$ cat src/rtl/wbs_pwm_ctrl.sv
// Wishbone B4 pipelined PWM slave: one shared counter with prescaler, edge or centre alignment,
// per-channel polarity, and shadow duty registers committed together at each period boundary.
module wbs_pwm_ctrl #(
  parameter int          RES_BITS     = 8,
  parameter int          CHANNEL_NUM  = 4,
  parameter int          ADDR_W       = 4,
  parameter logic [15:0] PRESCALE_RST = 16'd0
) (
  input  logic                   wb_clk_i,
  input  logic                   wb_rst_ni,
  input  logic                   wb_cyc_i,
  input  logic                   wb_stb_i,
  input  logic                   wb_we_i,
  input  logic [ADDR_W-1:0]      wb_adr_i,
  input  logic [31:0]            wb_dat_i,
  output logic [31:0]            wb_dat_o,
  output logic                   wb_stall_o,
  output logic                   wb_ack_o,
  output logic [CHANNEL_NUM-1:0] pwm_channel,
  output logic                   period_o
);
  localparam logic [RES_BITS-1:0] CNT_TOP = {{(RES_BITS-1){1'b1}}, 1'b0};

  // Handshake: a request is cyc&stb on any clock (stall never rises); every request is acked
  // exactly one clock later, and read data is presented in wb_dat_o on that same ack clock.
  logic        req, wr, wr_pre;
  logic [31:0] adr;
  assign req    = wb_cyc_i & wb_stb_i;
  assign wr     = req & wb_we_i;
  assign adr    = 32'(wb_adr_i);
  assign wr_pre = wr && (adr == 32'd1);

  logic                   en_q, en_d, center_q, center_d, center_act_q, center_act_d;
  logic                   dir_q, dir_d, sync_clr, run, tick, en_rise, at_wrap, commit;
  logic [15:0]            prescale_q, prescale_d, pre_cnt_q, pre_cnt_d, status_q, status_d;
  logic [CHANNEL_NUM-1:0] invert_q, invert_d, pwm_q, pwm_d;
  logic [RES_BITS-1:0]    cnt_q, cnt_d;
  logic [RES_BITS-1:0]    shadow_q [CHANNEL_NUM];
  logic [RES_BITS-1:0]    shadow_d [CHANNEL_NUM];
  logic [RES_BITS-1:0]    active_q [CHANNEL_NUM];
  logic [RES_BITS-1:0]    active_d [CHANNEL_NUM];
  logic                   ack_q, ack_d, period_q, period_d;
  logic [31:0]            dat_q, dat_d, rd_data;
  logic                   unused_bits;

  assign unused_bits = &{1'b0, wb_dat_i[31:16]};

  always_comb begin
    en_d       = en_q;
    center_d   = center_q;
    sync_clr   = 1'b0;
    prescale_d = prescale_q;
    invert_d   = invert_q;
    shadow_d   = shadow_q;
    if (wr && adr == 32'd0) begin
      en_d     = wb_dat_i[0];
      center_d = wb_dat_i[1];
      sync_clr = wb_dat_i[2];
    end
    if (wr_pre) prescale_d = wb_dat_i[15:0];
    if (wr && adr == 32'd2) invert_d = wb_dat_i[CHANNEL_NUM-1:0];
    for (int n = 0; n < CHANNEL_NUM; n++) begin
      if (wr && adr == 32'(4 + n)) shadow_d[n] = wb_dat_i[RES_BITS-1:0];
    end
  end

  always_comb begin
    rd_data = '0;
    if (adr == 32'd0)      rd_data = {30'd0, center_q, en_q};
    else if (adr == 32'd1) rd_data = {16'd0, prescale_q};
    else if (adr == 32'd2) rd_data = 32'(invert_q);
    else if (adr == 32'd3) rd_data = {16'd0, status_q};
    for (int n = 0; n < CHANNEL_NUM; n++) begin
      if (adr == 32'(4 + n)) rd_data = 32'(shadow_q[n]);
    end
  end

  // Centre mode commits on the bottom hold tick, so the new period's first sample (cnt=0, rising)
  // already uses the new duties, exactly as in edge mode.
  always_comb begin
    run     = en_q & en_d;
    tick    = run && (pre_cnt_q == prescale_q);
    at_wrap = center_act_q ? (cnt_q == '0 && dir_q) : (cnt_q == CNT_TOP);
    en_rise = en_d & ~en_q;
    commit  = (tick & at_wrap) | en_rise | sync_clr;

    cnt_d        = cnt_q;
    dir_d        = dir_q;
    pre_cnt_d    = pre_cnt_q;
    center_act_d = center_act_q;
    if (!run || sync_clr) begin
      cnt_d     = '0;
      dir_d     = 1'b0;
      pre_cnt_d = '0;
    end else begin
      pre_cnt_d = (tick || wr_pre) ? 16'd0 : pre_cnt_q + 16'd1;
      if (tick) begin
        if (!center_act_q) begin
          cnt_d = (cnt_q == CNT_TOP) ? '0 : cnt_q + 1'b1;
        end else if (!dir_q) begin
          if (cnt_q == CNT_TOP) dir_d = 1'b1;
          else                  cnt_d = cnt_q + 1'b1;
        end else begin
          if (cnt_q == '0) dir_d = 1'b0;
          else             cnt_d = cnt_q - 1'b1;
        end
      end
    end
    if (commit) center_act_d = center_d;

    active_d = active_q;
    if (commit) active_d = shadow_d;
    status_d = status_q + {15'd0, commit};
    period_d = commit;

    for (int n = 0; n < CHANNEL_NUM; n++) begin
      pwm_d[n] = en_q ? ((cnt_q < active_q[n]) ^ invert_q[n]) : invert_q[n];
    end

    ack_d = req;
    dat_d = (req && !wb_we_i) ? rd_data : 32'd0;
  end

  always_ff @(posedge wb_clk_i or negedge wb_rst_ni) begin
    if (!wb_rst_ni) begin
      en_q         <= 1'b0;
      center_q     <= 1'b0;
      center_act_q <= 1'b0;
      dir_q        <= 1'b0;
      prescale_q   <= PRESCALE_RST;
      pre_cnt_q    <= '0;
      status_q     <= '0;
      invert_q     <= '0;
      pwm_q        <= '0;
      cnt_q        <= '0;
      shadow_q     <= '{default: '0};
      active_q     <= '{default: '0};
      ack_q        <= 1'b0;
      period_q     <= 1'b0;
      dat_q        <= '0;
    end else begin
      en_q         <= en_d;
      center_q     <= center_d;
      center_act_q <= center_act_d;
      dir_q        <= dir_d;
      prescale_q   <= prescale_d;
      pre_cnt_q    <= pre_cnt_d;
      status_q     <= status_d;
      invert_q     <= invert_d;
      pwm_q        <= pwm_d;
      cnt_q        <= cnt_d;
      shadow_q     <= shadow_d;
      active_q     <= active_d;
      ack_q        <= ack_d;
      period_q     <= period_d;
      dat_q        <= dat_d;
    end
  end

  assign wb_dat_o    = dat_q;
  assign wb_ack_o    = ack_q;
  assign wb_stall_o  = 1'b0;
  assign pwm_channel = pwm_q;
  assign period_o    = period_q;
endmodule

$ cat config.mk
export PLATFORM = sky130hd
export DESIGN_NAME = wbs_pwm_ctrl
export DESIGN_NICKNAME = d
export VERILOG_FILES = /design/src/rtl/wbs_pwm_ctrl.sv
export SDC_FILE = /design/constraint.sdc
export NUM_CORES = 1
export LEC_CHECK = 0
export CAP_MARGIN = 15
export CORE_UTILIZATION = 57
export CTS_CLUSTER_SIZE = 14
export DETAILED_ROUTE_END_ITERATION = 16
export PLACE_DENSITY_LB_ADDON = 0.05
export SETUP_SLACK_MARGIN = 0.5
export SLEW_MARGIN = 30
export SYNTH_ARGS = -nofsm -noshare
export SYNTH_HDL_FRONTEND = slang
export SYNTH_SLANG_ARGS = --single-unit
$ cat constraint.sdc
create_clock -name wb_clk_i -period 3.3 [get_ports wb_clk_i]
set_clock_uncertainty 0.1 [all_clocks]
set_input_delay 0.33 -clock wb_clk_i [delete_from_list [all_inputs] [get_ports wb_clk_i]]
set_output_delay 0.33 -clock wb_clk_i [all_outputs]
set_load 0.03 [all_outputs]
Figure 1. The metal 2 layer (run 1).
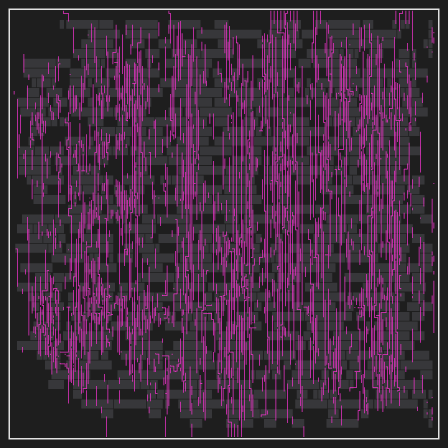
wire length on this layer = 8,920 um
longest straight run = 60.7 um
vias post-DR: 5,458
Post-Route WL: 17.9 mm
met2 GRT Util: 45.1%

Figure 2. Cell placement (run 1).
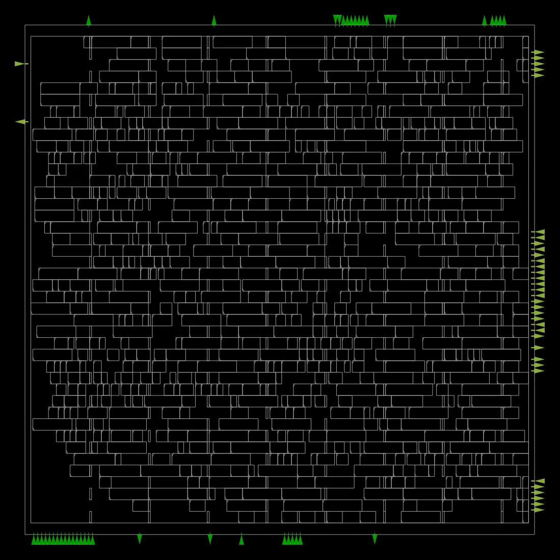
fillcell total: 1,004
Site Rows: 42
Flops: 150
Cell Count, Final, Fillers Out: 941

==> notes.md, run 1 <==
flow finished, numbers: reg2reg setup slack 670 ps, Unique cell types 61, endpoints failing hold 0, status finished clean, DP Area 8440 um^2, most numerous logic cell after layout dfrtp_1, critical path startpoint category flip-flop, fmax 381 MHz, Comb area share 41.7%, slowest stage delay, CP 480 ps, critical setup path kind reg2reg, Reg-to-Reg Start prescale_q[12], Mapped Cells 702, min-delay src status_q[15], ys async rst share 100%, max-slew violation count 0, Synth Area in Simple Gates 13.3%, Crit. Startpoint prescale_q[12], P_leak 4.03 nW, Top logic family multiplexers, pre-CTS WS 445 ps, Top cells by area dfrtp_1 (48%), mux2_2 (13%), ha_1 (5.7%), met2 WL 8.92 mm, drt via density 5.80, ClkCell Share 6.72%, DR DRC count 0, Worst Path Max Fanout 34, routability cong. 0.884, tool warnings 46, Pint 3.48 mW, pin count of the biggest net entering global routing 82, largest class multi-input combinational cells, Top power group registers, cell count along the critical path 6, clkbuf count 24, Switching Fraction 25.2%, Crit. End Element flip-flop, fin nets 829, Main synth FF type dfrtp_1, CTS tree built, peak supply drop 0.399 mV, Synth top cells by count dfrtp_1 (150), mux2_2 (91), inv_1 (41), hpwl dp 13.1 mm, clock slew at reported path FFs 60 ps, cell with the most instances after synthesis dfrtp_1, vias in the first global route 5,573
Figure 3. Register map, names as in the netlist (run 1).
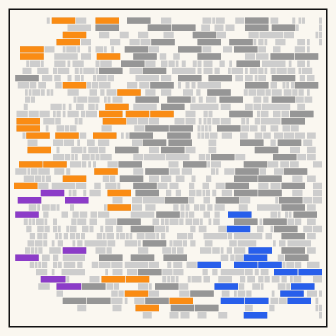
purple -> cnt_q  # flops 8
orange -> active_q  # flops 32
blue -> status_q  # flops 16, where bottom right
not coloured = 94

Figure 4. M1 wires (run 1).
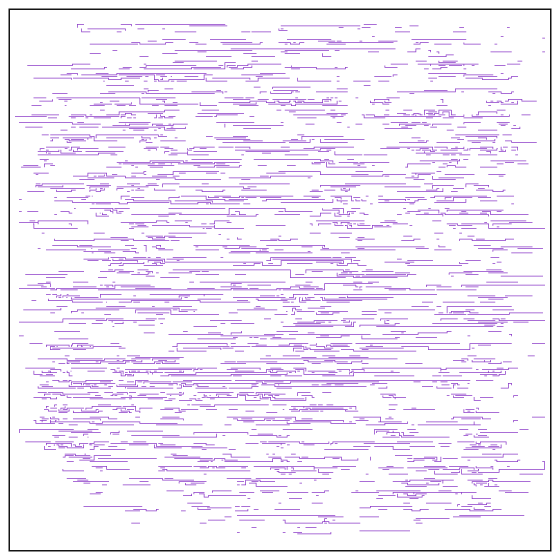
share of all routed wire = 44%
nets with wire on the layer = 757
longest straight run = 52.0 um
grt met1 use: 35.5%

==> run 1: per-stage QoR <==
| stage | std cells | total power [mW] | hold slack (ps) | utilization, % |
|---|---|---|---|---|
| global route | 941 | 4.84 | 406 | 68.2 |
| floorplan | 718 | 2.45 | -65.6 | - |
| finish | 941 | 4.66 | 394 | 68.2 |
| detailed placement | 907 | 2.67 | 324 | 63.2 |
| global placement | 907 | 2.65 | 326 | 63.2 |
| CTS | 940 | 4.68 | 395 | 67.9 |
==> run 1: timing repair <==
item,4_1_cts,5_1_grt
buffers inserted,0,1
hold endpoints to repair,79,0
setup endpoints to repair,35,49
pin swaps,0,0
hold buffers,1,0
resized,1,8
Figure 5. Cell density map (run 1).
The die is cut into 12 by 12 equal tiles; white is low, dark blue is high, 0 to 100% covered.
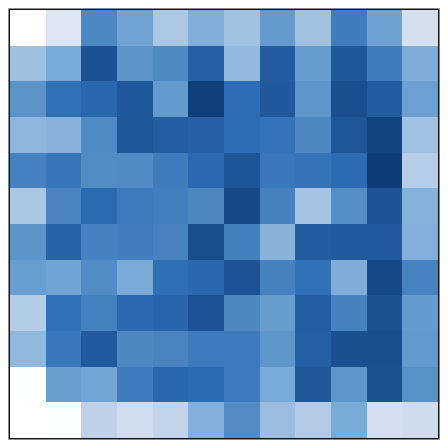

==> run 1 -> run 2 <==
--- a/config.mk
+++ b/config.mk
@@ -6,7 +6,7 @@
 export NUM_CORES = 1
 export LEC_CHECK = 0
 export CAP_MARGIN = 15
-export CORE_UTILIZATION = 57
+export CORE_UTILIZATION = 52
 export CTS_CLUSTER_SIZE = 14
 export DETAILED_ROUTE_END_ITERATION = 16
 export PLACE_DENSITY_LB_ADDON = 0.05
==> constraint.sdc (replaced) <==
create_clock -name wb_clk_i -period 2.3 [get_ports wb_clk_i]
set_clock_uncertainty 0.1 [all_clocks]
set_input_delay 0.23 -clock wb_clk_i [delete_from_list [all_inputs] [get_ports wb_clk_i]]
set_output_delay 0.23 -clock wb_clk_i [all_outputs]
set_load 0.03 [all_outputs]
Figure 6. Cell density map (run 2).
The die is cut into 13 by 13 equal tiles; white is low, dark blue is high, 0 to 100% covered.
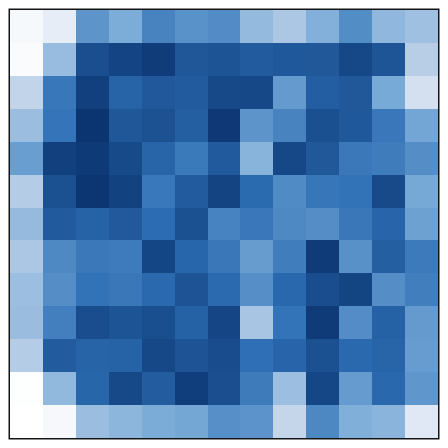
fullest tile = 98%
mean over tiles = 68%
nearly empty tiles = 1.2%
tiles over 75% full = 47%
core area: 14,600 um^2
FP Util: 53.8%

Figure 7. Register map, names as in the netlist (run 2).
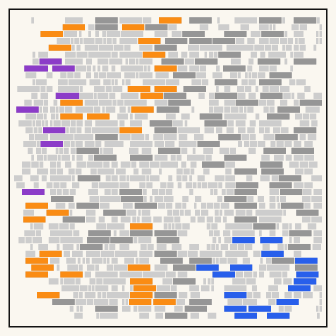
purple -> cnt_q  # flops 8
orange -> active_q  # flops 32
blue -> status_q  # flops 16, where bottom right
not coloured = 94
Util after Layout: 73.9%
Seq group: 2.95 mW
Flop area: 3760 um^2
Seq/total area: 34.7%

==> run 2 against run 1 <==
Net effect: final cell count increased by 14%; worst hold slack got worse by 150 ps; synthesized cell count unchanged; first-iteration DRC count decreased by 4.9%; critical path type unchanged; setup slack got worse by 670 ps; clock power increased by 47%; die size increased by 9.5%; wire length increased by 20%.
==> notes.md, run 2 <==
flow finished, numbers: status finished clean, number of post-CTS setup repair buffers 40, Crit. End Element flip-flop, slowest stage delay, CP 510 ps, critical path startpoint category flip-flop, Unique cell types 61, vias in the first global route 6,450, routability cong. 0.855, Crit. Startpoint pre_cnt_q[12], placed cells 985, DR DRC count 0, Mapped Cells 702, fillcell total 947, Main synth FF type dfrtp_1, P_leak 4.91 nW, pre-CTS WS -270 ps, DP Area 9160 um^2, fmax 435 MHz, Synth top cells by count dfrtp_1 (150), mux2_2 (91), inv_1 (41), WHS 241 ps, tool warnings 49, clock slew at reported path FFs 60 ps, Cell Count, Final, Fillers Out 1,073, drt via density 5.77, pin count of the biggest net entering global routing 55, Pint 5.24 mW, Site Rows 44, cell with the most instances after synthesis dfrtp_1, CTS tree built, met2 GRT Util 49.6%, Top cells by area dfrtp_1 (48%), mux2_2 (13%), ha_1 (5.7%), max-slew violation count 0, ys async rst share 100%, Reg-to-Reg Start pre_cnt_q[12], cts-stage hold buffer count 1, PnR Total Power 7.08 mW, critical setup path kind reg2reg, hpwl dp 14.8 mm, fin nets 952
Figure 8. M1 wires (run 2).
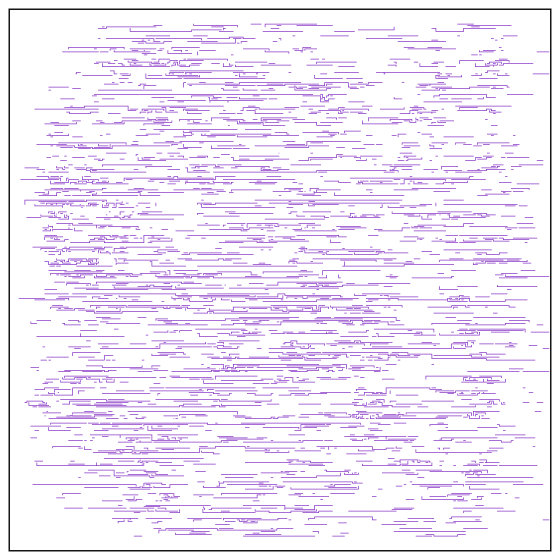
share of all routed wire = 41%
wire length on this layer = 8,910 um
Post-Route WL: 21.6 mm
grt met1 use: 34.5%
vias post-DR: 6,187

[run 2: area by class of cell]
type / instances / area [um^2] / share of cell area (%)
Clock inverter: 12 / 178 / 1.64
Clock buffer: 20 / 447 / 4.13
Tap cell: 184 / 230 / 2.13
Antenna cell: 1 / 2.50 / 0.0231
Multi-Input combinational cell: 484 / 4330 / 40.0
Timing Repair Buffer: 180 / 1720 / 15.9
Inverter: 42 / 158 / 1.46
Sequential cell: 150 / 3760 / 34.7
[run 2: logic make-up after synthesis]
family | Yosys count | synth area share, %
AND-OR/OR-AND | 102 | 8.97
XOR/XNOR | 45 | 5.00
adder cells (fa/ha/maj) | 36 | 5.71
buffers and inverters | 85 | 5.52
flip-flops | 150 | 47.6
multiplexers | 95 | 13.8
other | 1 | 0.0476
AND/OR/NAND/NOR | 188 | 13.3
Power figures rest on the tool's default switching activity, not on a simulated workload.
